==> src/rtl/tangram_piece_sched.sv <==
// rtl/tangram_piece_sched.sv - piece select stepping, scramble sequencing and pixel ownership
module tangram_piece_sched #(
    parameter logic [19:0] DEB_CYC = 20'd400000,
    parameter logic [15:0] GAP_CYC = 16'd1024
) (
    input  logic       clk,
    input  logic       reset,
    input  logic       btn_next,
    input  logic       btn_prev,
    input  logic       scramble,
    input  logic       vidon,
    input  logic [6:0] pix_hit,
    output logic [6:0] sel,
    output logic [6:0] disturb,
    output logic       busy,
    output logic       pix_on,
    output logic [2:0] pix_id,
    output logic       pix_sel
);

    typedef enum logic [1:0] {ST_IDLE, ST_PULSE, ST_GAP} state_t;

    state_t      state_q, state_d;
    logic [2:0]  idx_q, idx_d;
    logic [15:0] gcnt_q, gcnt_d;
    logic        scr_q;
    logic [6:0]  sel_q, sel_d;
    logic [6:0]  sel_save_q, sel_save_d;
    logic [6:0]  disturb_q, disturb_d;
    logic        busy_q, busy_d;
    logic        pix_on_q, pix_on_d;
    logic [2:0]  pix_id_q, pix_id_d;
    logic        pix_sel_q, pix_sel_d;

    logic [19:0] nxt_cnt_q, prv_cnt_q;
    logic        nxt_arm_q, prv_arm_q;
    logic        nxt_fire, prv_fire;

    // A press fires on the DEB_CYC-th consecutive high sample, once per hold.
    assign nxt_fire = btn_next && nxt_arm_q && (nxt_cnt_q == DEB_CYC - 20'd1);
    assign prv_fire = btn_prev && prv_arm_q && (prv_cnt_q == DEB_CYC - 20'd1);

    always_ff @(posedge clk) begin
        if (!reset) begin
            nxt_cnt_q <= '0;
            prv_cnt_q <= '0;
            nxt_arm_q <= 1'b1;
            prv_arm_q <= 1'b1;
        end else begin
            if (btn_next) begin
                if (nxt_cnt_q != '1) nxt_cnt_q <= nxt_cnt_q + 20'd1;
                if (nxt_fire) nxt_arm_q <= 1'b0;
            end else begin
                nxt_cnt_q <= '0;
                nxt_arm_q <= 1'b1;
            end
            if (btn_prev) begin
                if (prv_cnt_q != '1) prv_cnt_q <= prv_cnt_q + 20'd1;
                if (prv_fire) prv_arm_q <= 1'b0;
            end else begin
                prv_cnt_q <= '0;
                prv_arm_q <= 1'b1;
            end
        end
    end

    always_ff @(posedge clk) begin
        if (!reset) begin
            state_q    <= ST_IDLE;
            idx_q      <= '0;
            gcnt_q     <= '0;
            scr_q      <= 1'b0;
            sel_q      <= 7'b0000001;
            sel_save_q <= 7'b0000001;
            disturb_q  <= '0;
            busy_q     <= 1'b0;
            pix_on_q   <= 1'b0;
            pix_id_q   <= '0;
            pix_sel_q  <= 1'b0;
        end else begin
            state_q    <= state_d;
            idx_q      <= idx_d;
            gcnt_q     <= gcnt_d;
            scr_q      <= scramble;
            sel_q      <= sel_d;
            sel_save_q <= sel_save_d;
            disturb_q  <= disturb_d;
            busy_q     <= busy_d;
            pix_on_q   <= pix_on_d;
            pix_id_q   <= pix_id_d;
            pix_sel_q  <= pix_sel_d;
        end
    end

    always_comb begin
        state_d = state_q;
        idx_d   = idx_q;
        gcnt_d  = gcnt_q;
        case (state_q)
            ST_IDLE: begin
                if (scramble && !scr_q) begin
                    state_d = ST_PULSE;
                    idx_d   = 3'd0;
                end
            end
            ST_PULSE: begin
                state_d = ST_GAP;
                gcnt_d  = '0;
            end
            ST_GAP: begin
                if (gcnt_q == GAP_CYC - 16'd1) begin
                    if (idx_q == 3'd6) begin
                        state_d = ST_IDLE;
                    end else begin
                        state_d = ST_PULSE;
                        idx_d   = idx_q + 3'd1;
                    end
                end else begin
                    gcnt_d = gcnt_q + 16'd1;
                end
            end
            default: state_d = ST_IDLE;
        endcase
    end

    // Outputs are computed from the next state so they appear in the same cycle as the state.
    always_comb begin
        disturb_d  = (state_d == ST_PULSE) ? (7'b0000001 << idx_d) : 7'b0;
        busy_d     = (state_d != ST_IDLE);
        sel_save_d = sel_save_q;
        sel_d      = sel_q;
        if (state_q == ST_IDLE && state_d == ST_PULSE) begin
            sel_save_d = sel_q;
            sel_d      = 7'b0;
        end else if (state_q == ST_GAP && state_d == ST_IDLE) begin
            sel_d = sel_save_q;
        end else if (!busy_q) begin
            if (nxt_fire && !prv_fire) sel_d = {sel_q[5:0], sel_q[6]};
            else if (prv_fire && !nxt_fire) sel_d = {sel_q[0], sel_q[6:1]};
        end
    end

    logic [6:0] hit_v, own;

    // The selected piece is drawn on top; sel is blanked during a scramble so use the saved copy.
    always_comb begin
        hit_v     = vidon ? pix_hit : 7'b0;
        own       = hit_v & (busy_q ? sel_save_q : sel_q);
        pix_on_d  = |hit_v;
        pix_id_d  = 3'd0;
        pix_sel_d = 1'b0;
        if (|own) begin
            pix_sel_d = 1'b1;
            for (int i = 0; i < 7; i++) begin
                if (own[i]) pix_id_d = 3'(i);
            end
        end else begin
            for (int i = 6; i >= 0; i--) begin
                if (hit_v[i]) pix_id_d = 3'(i);
            end
        end
    end

    assign sel     = sel_q;
    assign disturb = disturb_q;
    assign busy    = busy_q;
    assign pix_on  = pix_on_q;
    assign pix_id  = pix_id_q;
    assign pix_sel = pix_sel_q;

endmodule

==> config.mk <==
export PLATFORM = sky130hd
export DESIGN_NAME = tangram_piece_sched
export DESIGN_NICKNAME = d
export VERILOG_FILES = /design/src/rtl/tangram_piece_sched.sv
export SDC_FILE = /design/constraint.sdc
export NUM_CORES = 1
export LEC_CHECK = 0
export CORE_UTILIZATION = 45
export CTS_BUF_LIST = sky130_fd_sc_hd__clkbuf_2
export DETAILED_ROUTE_END_ITERATION = 8
export PLACE_DENSITY = 0.69
export SLEW_MARGIN = 10
export SYNTH_ARGS = -nofsm -noshare
export SYNTH_HDL_FRONTEND = slang
export SYNTH_SLANG_ARGS = --single-unit
==> constraint.sdc <==
create_clock -name clk -period 2.19 [get_ports clk]
set_input_delay 0.219 -clock clk [delete_from_list [all_inputs] [get_ports clk]]
set_output_delay 0.219 -clock clk [all_outputs]
set_load 0.05 [all_outputs]
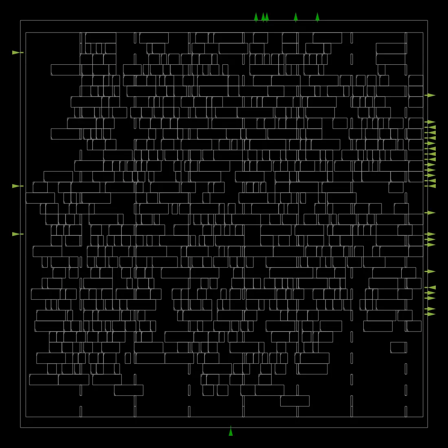
run_1/placement.png
flop count: 91
area of the core: 0.00991 sq mm
fill count: 920
Seq/total area: 32.3%

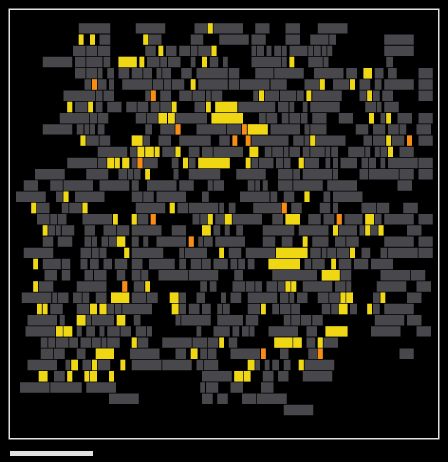
run_1/logic_types.png
Scale bar: 20 um.
- yellow: nor cells (cells 113; most used nor2_1; where widely spread)
- orange: inv cells (cells 15; most used inv_1)

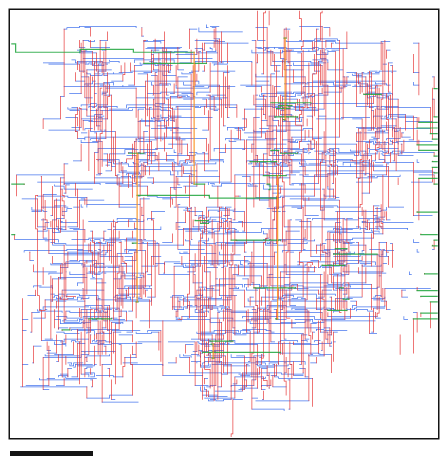
run_1/wires.png
Scale bar: 20 um.
- green: metal 3 (wire length 305 um)
- red: metal 2 (wire length 5180 um)
- orange: metal 4 (wire length 126 um)
- blue: metal 1 (wire length 5000 um)

==> CHANGELOG.md, run 1 <==
### Metrics

* Highest Signal Layer: met4
* M1 wire length at ~5000 um
* Leading area contributor after synthesis: dfxtp_1
* Ys cells at 566
* Total congestion overflow at 0
* AND/OR/NAND/NOR Cells, Area Fraction at between 20% and 30%
* # clk buffers at 9
* Number of top-level pins at 33
* CTS Buf Count at 9
* Met3 Routed Length at 305 um
* Mi-comb count at between 400 and 500
* Final wirelength at around 11000 um
* Synth top cells by count: dfxtp_1 (91), nor2_1 (71), nand2_1 (65)
* Cell area leaders: dfxtp_1 (39%), nor2_1 (5.7%), xnor2_1 (5.6%)
* Fin cells at 771
* Die area at around 0.011 sq mm
* CTS tree: built
* Fmax at 0.458 GHz
* Placed instance area at 0.00541 sq mm
* Root Buffer: clkbuf_2
* Invs w/o clock at 15
* Final worst slack at 0.00802 ns
* Comb pwr at 231 uW
* Hold Path Stages at 2
* Yosys Warn Count at 0
* GP Congestion at 0.842
* Number of hold-repair buffers added at the cts stage at 0
* Min Hold Slack at 0.294 ns
* Status: finished, final reports clean
* Clock Sinks at around 90
* Crit Path Class: flip-flop to flip-flop
* Compound-Gate Fraction of Synth Area at 17.2%
* Clk pwr at approximately 800 uW
* # DRC at 0
* Top-area cell type share of the netlist area at between 30 and 40%
* Synth Area per Inst at 8.23 sq um
* Crit path cell chain: nor4_4 -> nand2_1 -> nor4_4 -> nand3_2 -> inv_2 -> ha_4 -> nor2b_4 -> a22oi_1 -> o21ai_1 -> mux2i_1 -> nor2_1
* Clock buffer depth at 2
* P_seq at 1700 uW
* Slowest stage delay, CP at ~0.38 ns
* Finished Cell Area at 0.00568 sq mm
* Tmin final at between 2 and 2.5 ns
* CP Data Required Time at 2.68 ns
* RSZ-0062 raised after global routing: true
* Num rows at 36
* Vias in the first global route at 4024
* Met2 GRT Util at 35.5%
* Fin. Hold Viols at 0
* CP Buf/Inv Count at 1
* N_diodes at 0
* Worst Setup End Kind: flip-flop
* Reg-to-reg slack, setup at 0.008 ns
* GR Util met1 at between 20% and 30%
* Tool Warnings at 29
* Fin crit share at 99.6%
* Synth-to-Final Area Change at 22.0%
* Most frequent logic cell in the layout: dfxtp_1
* Reg clk slew, reported paths at 0.26 ns
* Reg2reg path depth at 11
* Hold_sp: scramble
* Critical path's slowest cell: dfxtp_2
* ClkCell Share at 1.81%
* Flip-flops with a built-in enable at 0
* Gate Area at between 0.002 and 0.003 sq mm
* Relative slew margins at 65.6%
* Antenna violations before repair at 0
* Post-synth area from yosys stat at 0.00466 sq mm
* HP Class: primary input to flip-flop
* Worst IR Drop VDD at 0.272 mV
* Core Util, Final at 57.3%
* Layout cell share with drive strength beyond 1 at about 18%
* Gr usage total at between 20% and 30%
* Sequential Power Share at 62.2%
* Vias per cell at 5.62
* Crit path top cell by count: nor4_4
* H-tree depth at 3
* Top logic family: simple AND/OR/NAND/NOR gates
* Largest net degree at the start of global routing at 22
* WL met2 at 5180 um
* Most common cell in the netlist: dfxtp_1
* Worst slack, placed at -0.0363 ns
* CP Launch Point: prv_cnt_q[7]
* Post-CTS setup buffers at 0
* Post-DP HPWL at between 7000 and 8000 um
* Nets at roughly 650
* First-pass GRT wire length at ~18000 um
* Flops after synth at 91
* Number of instances in the placed design at 753
* Dominant delay contributor by cell family on the critical path: simple AND/OR/NAND/NOR gates
* Adder Area Share at between 1.5 and 2%
* Synthesized Nets at 586
* Internal power at roughly 2000 uW
* Crit path depth at 11
* Sw Pwr at approximately 720 uW
* Worst setup path endpoint: sel[5]
* GRT met3 Usage at 3.21%
* Storage element area at between 0.0015 and 0.002 sq mm
* Die X at 104 um
* Mux area share at under 10%
* Async SR Flop Fraction at 0%
* Post-synthesis sequential area ratio at 39.1%
* Worst Tran Pin Value at roughly 0.50 ns
* Critical path fanouts, max at 6
* Chip Height at 104 um
==> run 2: changes to the inputs <==
--- a/config.mk
+++ b/config.mk
@@ -5,6 +5,7 @@
 export SDC_FILE = /design/constraint.sdc
 export NUM_CORES = 1
 export LEC_CHECK = 0
+export CORE_MARGIN = 2
 export CORE_UTILIZATION = 45
 export CTS_BUF_LIST = sky130_fd_sc_hd__clkbuf_2
 export DETAILED_ROUTE_END_ITERATION = 8
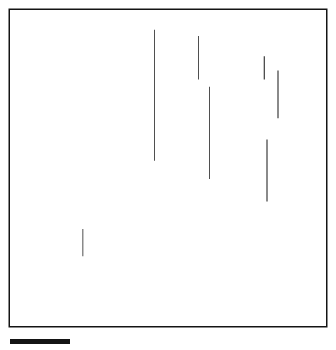
run_2/layer_met4.png
Scale bar: 20 um.
- wire length on this layer: 141 um
- longest straight run: 43.5 um

==> run 2 against run 1 <==
The run now ends with setup timing left. First-iteration DRC count rose by 23%. Sequential share of layout area fell by 0.24 points. Global-route usage barely moved. Fmax fell by 0.44%. Non-clock buffer count rose by 2. Highest routed layer unchanged.
==> CHANGELOG.md, run 2 <==
### Metrics

* Core Util, Final at 56.1%
* Largest net degree at the start of global routing at 23
* CP Launch Point: prv_cnt_q[6]
* Clock Sinks at 91
* Flops after synth at 91
* Post-DP HPWL at 7840 um
* Crit path cell chain: inv_2 -> or3_4 -> nor4_4 -> nand3_2 -> inv_2 -> ha_4 -> nor2b_4 -> a22oi_2 -> o21ai_1 -> mux2i_1 -> nor2_1
* Crit Path Class: flip-flop to flip-flop
* Worst slack, placed at about 0.00095 ns
* Top-area cell type share of the netlist area at about two fifths
* Placed instance area at approximately 0.0055 sq mm
* Worst Setup End Kind: flip-flop
* GR Util met1 at 25.0%
* Most common cell in the netlist: dfxtp_1
* Sequential Power Share at 61.8%
* WL met2 at 5430 um
* Fin crit share at 100%
* Comb pwr at 237 uW
* Most frequent logic cell in the layout: dfxtp_1
* Reg clk slew, reported paths at between 0.2 and 0.3 ns
* Number of top-level pins at 33
* Drt pass-1 iters at 6
* Storage element area at 0.00183 sq mm
* Post-synth cell types at 59
* GRT met3 Usage at 3.28%
* Hold_sp: scramble
* Tmin final at between 2 and 2.5 ns
* Flop count at 91
* Cell area leaders: dfxtp_1 (39%), nor2_1 (5.7%), xnor2_1 (5.6%)
* P_seq at 1700 uW
* Layout cell share with drive strength beyond 1 at 18.0%
* CP Data Required Time at 2.69 ns
* Leading area contributor after synthesis: dfxtp_1
* Area of the core at 0.0102 sq mm
* Clock buffer depth at 2
* Crit path top cell by count: inv_2
* Fin cells at 776
* N_diodes at 0
* Worst setup path endpoint: sel[5]
* Chip Height at around 110 um
* Async SR Flop Fraction at 0%
* Mi-comb count at 435
* Num tapcells at 136
* GP Congestion at 0.841
* # clk buffers at 10
* Number of instances in the placed design at 759
* Dominant delay contributor by cell family on the critical path: simple AND/OR/NAND/NOR gates
* H-tree depth at 3
* Min Hold Slack at around 0.30 ns
* CTS Buf Count at 9
* Nets at 656
* Vias per cell at 5.68
* Reg-to-reg slack, setup at -0.002 ns
* Gate Area at ~0.0028 sq mm
* RSZ-0062 raised after global routing: true
* Post-synthesis sequential area ratio at 39.1%
* CP Buf/Inv Count at 2
* Clk pwr at ~820 uW
* First-pass GRT wire length at 19100 um
* Highest Signal Layer: met4
* Critical path fanouts, max at 6
* Slowest stage delay, CP at 0.40 ns
* Synth-to-Final Area Change at 22.6%
* Compound-Gate Fraction of Synth Area at 17.2%
* Sw Pwr at around 720 uW
* HP Class: primary input to flip-flop
* Worst IR Drop VDD at 0.359 mV
* Yosys Warn Count at 0
* ClkCell Share at 1.84%
* Num rows at 37
* Vias in the first global route at 4315
* Final setup fails at 1
* Total congestion overflow at 0
* Violated checks: setup timing
* Worst Tran Pin Value at 0.680 ns
* Status: finished with violations
* Mux area share at 4.43%
* Invs w/o clock at 15
* Crit path depth at 11
* Fin. Hold Viols at 0
* Number of hold-repair buffers added at the cts stage at 0
* Reg2reg end: sel[5]
* Fmax at about 0.46 GHz
* CTS tree: built
* Critical path's slowest cell: dfxtp_2
* Fill count at 941
* Tool Warnings at 29
* Relative slew margins at 54.5%
* Met2 GRT Util at 34.9%
* Final wirelength at 11000 um
* Seq/total area at 32.0%
* M1 wire length at 4970 um
* Synthesized Nets at 586
* Internal power at around 2000 uW
* AND/OR/NAND/NOR Cells, Area Fraction at between 20 and 30%
* Ys cells at 566
* Die area at 0.0112 sq mm
* Flip-flops with a built-in enable at 0
* Post-synth area from yosys stat at approximately 0.0047 sq mm
* Hold Path Stages at 2
* Die X at approximately 110 um
* Met3 Routed Length at 505 um
* Top logic family: simple AND/OR/NAND/NOR gates
* Synth top cells by count: dfxtp_1 (91), nor2_1 (71), nand2_1 (65)
* Post-CTS setup buffers at 0
* Synth Area per Inst at 8.23 sq um
* Skew-Pair Late Insertion Delay at ~0.53 ns
* Gr usage total at 20.3%
* Finished Cell Area at 0.00571 sq mm
* # DRC at 0
* Final worst slack at -0.00157 ns
* Antenna violations before repair at 0
* Root Buffer: clkbuf_2
* Adder Area Share at under 10%
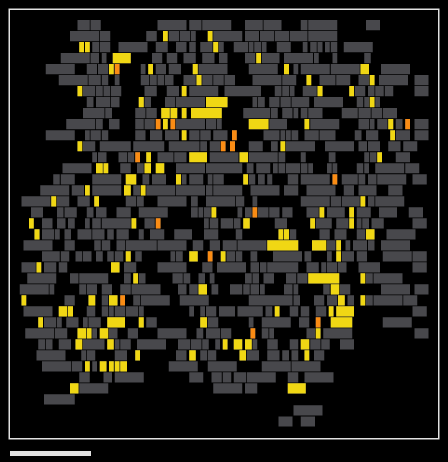
run_2/logic_types.png
Scale bar: 20 um.
- yellow: nor cells (cells 113; most used nor2_1; where widely spread)
- orange: inv cells (cells 15; most used inv_1)

==> run 3: changes to the inputs <==
--- a/config.mk
+++ b/config.mk
@@ -9,7 +9,7 @@
 export CORE_UTILIZATION = 45
 export CTS_BUF_LIST = sky130_fd_sc_hd__clkbuf_2
 export DETAILED_ROUTE_END_ITERATION = 8
-export PLACE_DENSITY = 0.69
+export PLACE_DENSITY = 0.67
 export SLEW_MARGIN = 10
 export SYNTH_ARGS = -nofsm -noshare
 export SYNTH_HDL_FRONTEND = slang
==> constraint.sdc (replaced) <==
create_clock -name clk -period 2.36 [get_ports clk]
set_input_delay 0.236 -clock clk [delete_from_list [all_inputs] [get_ports clk]]
set_output_delay 0.236 -clock clk [all_outputs]
set_load 0.05 [all_outputs]
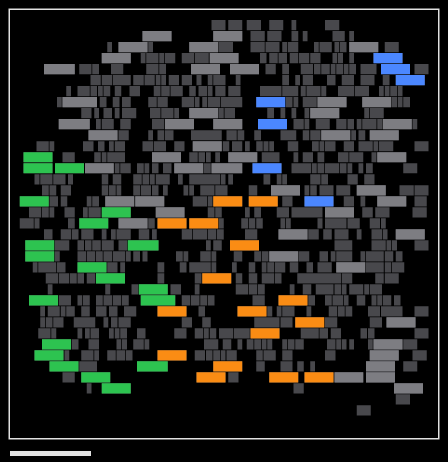
run_3/flops_by_reg.png
Scale bar: 20 um.
- orange: gcnt_q (flops 16)
- green: nxt_cnt_q (flops 20)
- blue: sel_save_q (flops 7)

==> run 3 against run 2 <==
The run now ends clean. Power shrank 6.8%. Utilization shrank 2.5 points. Non-clock buffer count shrank 21. Synthesized area is the same. Clock power shrank 4.4%. Setup slack gained 0.15 ns. Critical endpoint is now disturb[3]. Largest cell class unchanged.
==> CHANGELOG.md, run 3 <==
### Metrics

* Synth Area per Inst at 8.23 sq um
* Finished Cell Area at 0.00546 sq mm
* Sw Pwr at between 600 and 700 uW
* Seq/total area at 33.6%
* Reg2reg end: disturb[3]
* Reg-to-reg slack, setup at 0.15 ns
* Min Hold Slack at 0.297 ns
* CP Launch Point: gcnt_q[3]
* Clock Sinks at 91
* Final worst slack at 0.149 ns
* Post-CTS setup buffers at 0
* Nets at 635
* Met2 GRT Util at between 30% and 40%
* M1 wire length at approximately 5000 um
* Sequential Power Share at 61.4%
* Yosys Warn Count at 0
* CTS Buf Count at 9
* Fill count at 972
* Post-synthesis sequential area ratio at between 30% and 40%
* GRT met3 Usage at approximately 4.6%
* Critical path's slowest cell: dfxtp_1
* Synth top cells by count: dfxtp_1 (91), nor2_1 (71), nand2_1 (65)
* Drt pass-1 iters at 4
* Post-synth cell types at 59
* Tmin final at approximately 2.2 ns
* Clock buffer depth at 2
* Layout cell share with drive strength beyond 1 at 13.2%
* Mi-comb count at 435
* Critical path fanouts, max at 8
* # clk buffers at 10
* Worst Setup End Kind: flip-flop
* Num rows at 37
* Status: finished, final reports clean
* Dominant delay contributor by cell family on the critical path: simple AND/OR/NAND/NOR gates
* CTS tree: built
* Number of top-level pins at 33
* Vias in the first global route at 3896
* Skew-Pair Late Insertion Delay at 0.55 ns
* Clk pwr at between 700 and 800 uW
* First-pass GRT wire length at 18200 um
* Async SR Flop Fraction at 0%
* ClkCell Share at 2.11%
* Die X at 106 um
* WL met2 at 5310 um
* AND/OR/NAND/NOR Cells, Area Fraction at 28.1%
* Fin crit share at 93.7%
* Number of hold-repair buffers added at the cts stage at 0
* Area of the core at 0.0102 sq mm
* P_seq at 1580 uW
* HP Class: primary input to flip-flop
* Die area at 0.0112 sq mm
* GR Util met1 at 25.2%
* RSZ-0062 raised after global routing: true
* # DRC at 0
* Final wirelength at approximately 11000 um
* Worst setup path endpoint: disturb[3]
* Top-area cell type share of the netlist area at approximately 40%
* Fmax at 0.452 GHz
* Core Util, Final at a little over half
* H-tree depth at 3
* Reg clk slew, reported paths at 0.26 ns
* Mux area share at 4.43%
* Relative slew margins at between 40% and 50%
* Fin. Hold Viols at 0
* Fin cells at 756
* Synth-to-Final Area Change at 17.1%
* Flops after synth at 91
* Tool Warnings at 29
* Internal power at approximately 1900 uW
* Ys cells at 566
* Highest Signal Layer: met4
* Hold_sp: scramble
* Adder Area Share at under 10%
* N_diodes at 0
* Flop count at roughly 91
* Worst Tran Pin Value at 0.836 ns
* Invs w/o clock at 15
* Most frequent logic cell in the layout: dfxtp_1
* Slowest stage delay, CP at 0.48 ns
* PortBufs at 32
* Post-synth area from yosys stat at approximately 0.0047 sq mm
* Reg2reg path depth at 5
* Crit Path Class: flip-flop to flip-flop
* Placed instance area at around 0.0053 sq mm
* Comb pwr at 210 uW
* Number of instances in the placed design at 739
* Leading area contributor after synthesis: dfxtp_1
* Vias per cell at 5.64
* Largest net degree at the start of global routing at 25
* Worst IR Drop VDD at 0.340 mV
* Worst slack, placed at 0.0281 ns
* Antenna violations before repair at 0
* Num tapcells at 136
* Chip Height at 106 um
* Storage element area at between 0.0015 and 0.002 sq mm
* Cell area leaders: dfxtp_1 (39%), nor2_1 (5.7%), xnor2_1 (5.6%)
* Met3 Routed Length at 401 um
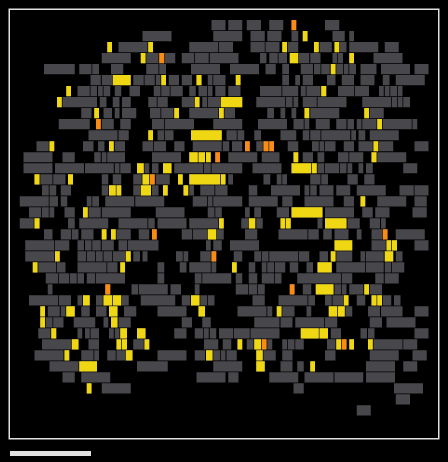
run_3/logic_types.png
Scale bar: 20 um.
- yellow: nor cells (cells 113; most used nor2_1; where widely spread)
- orange: inv cells (cells 15; most used inv_1)

Power figures rest on the tool's default switching activity, not on a simulated workload.
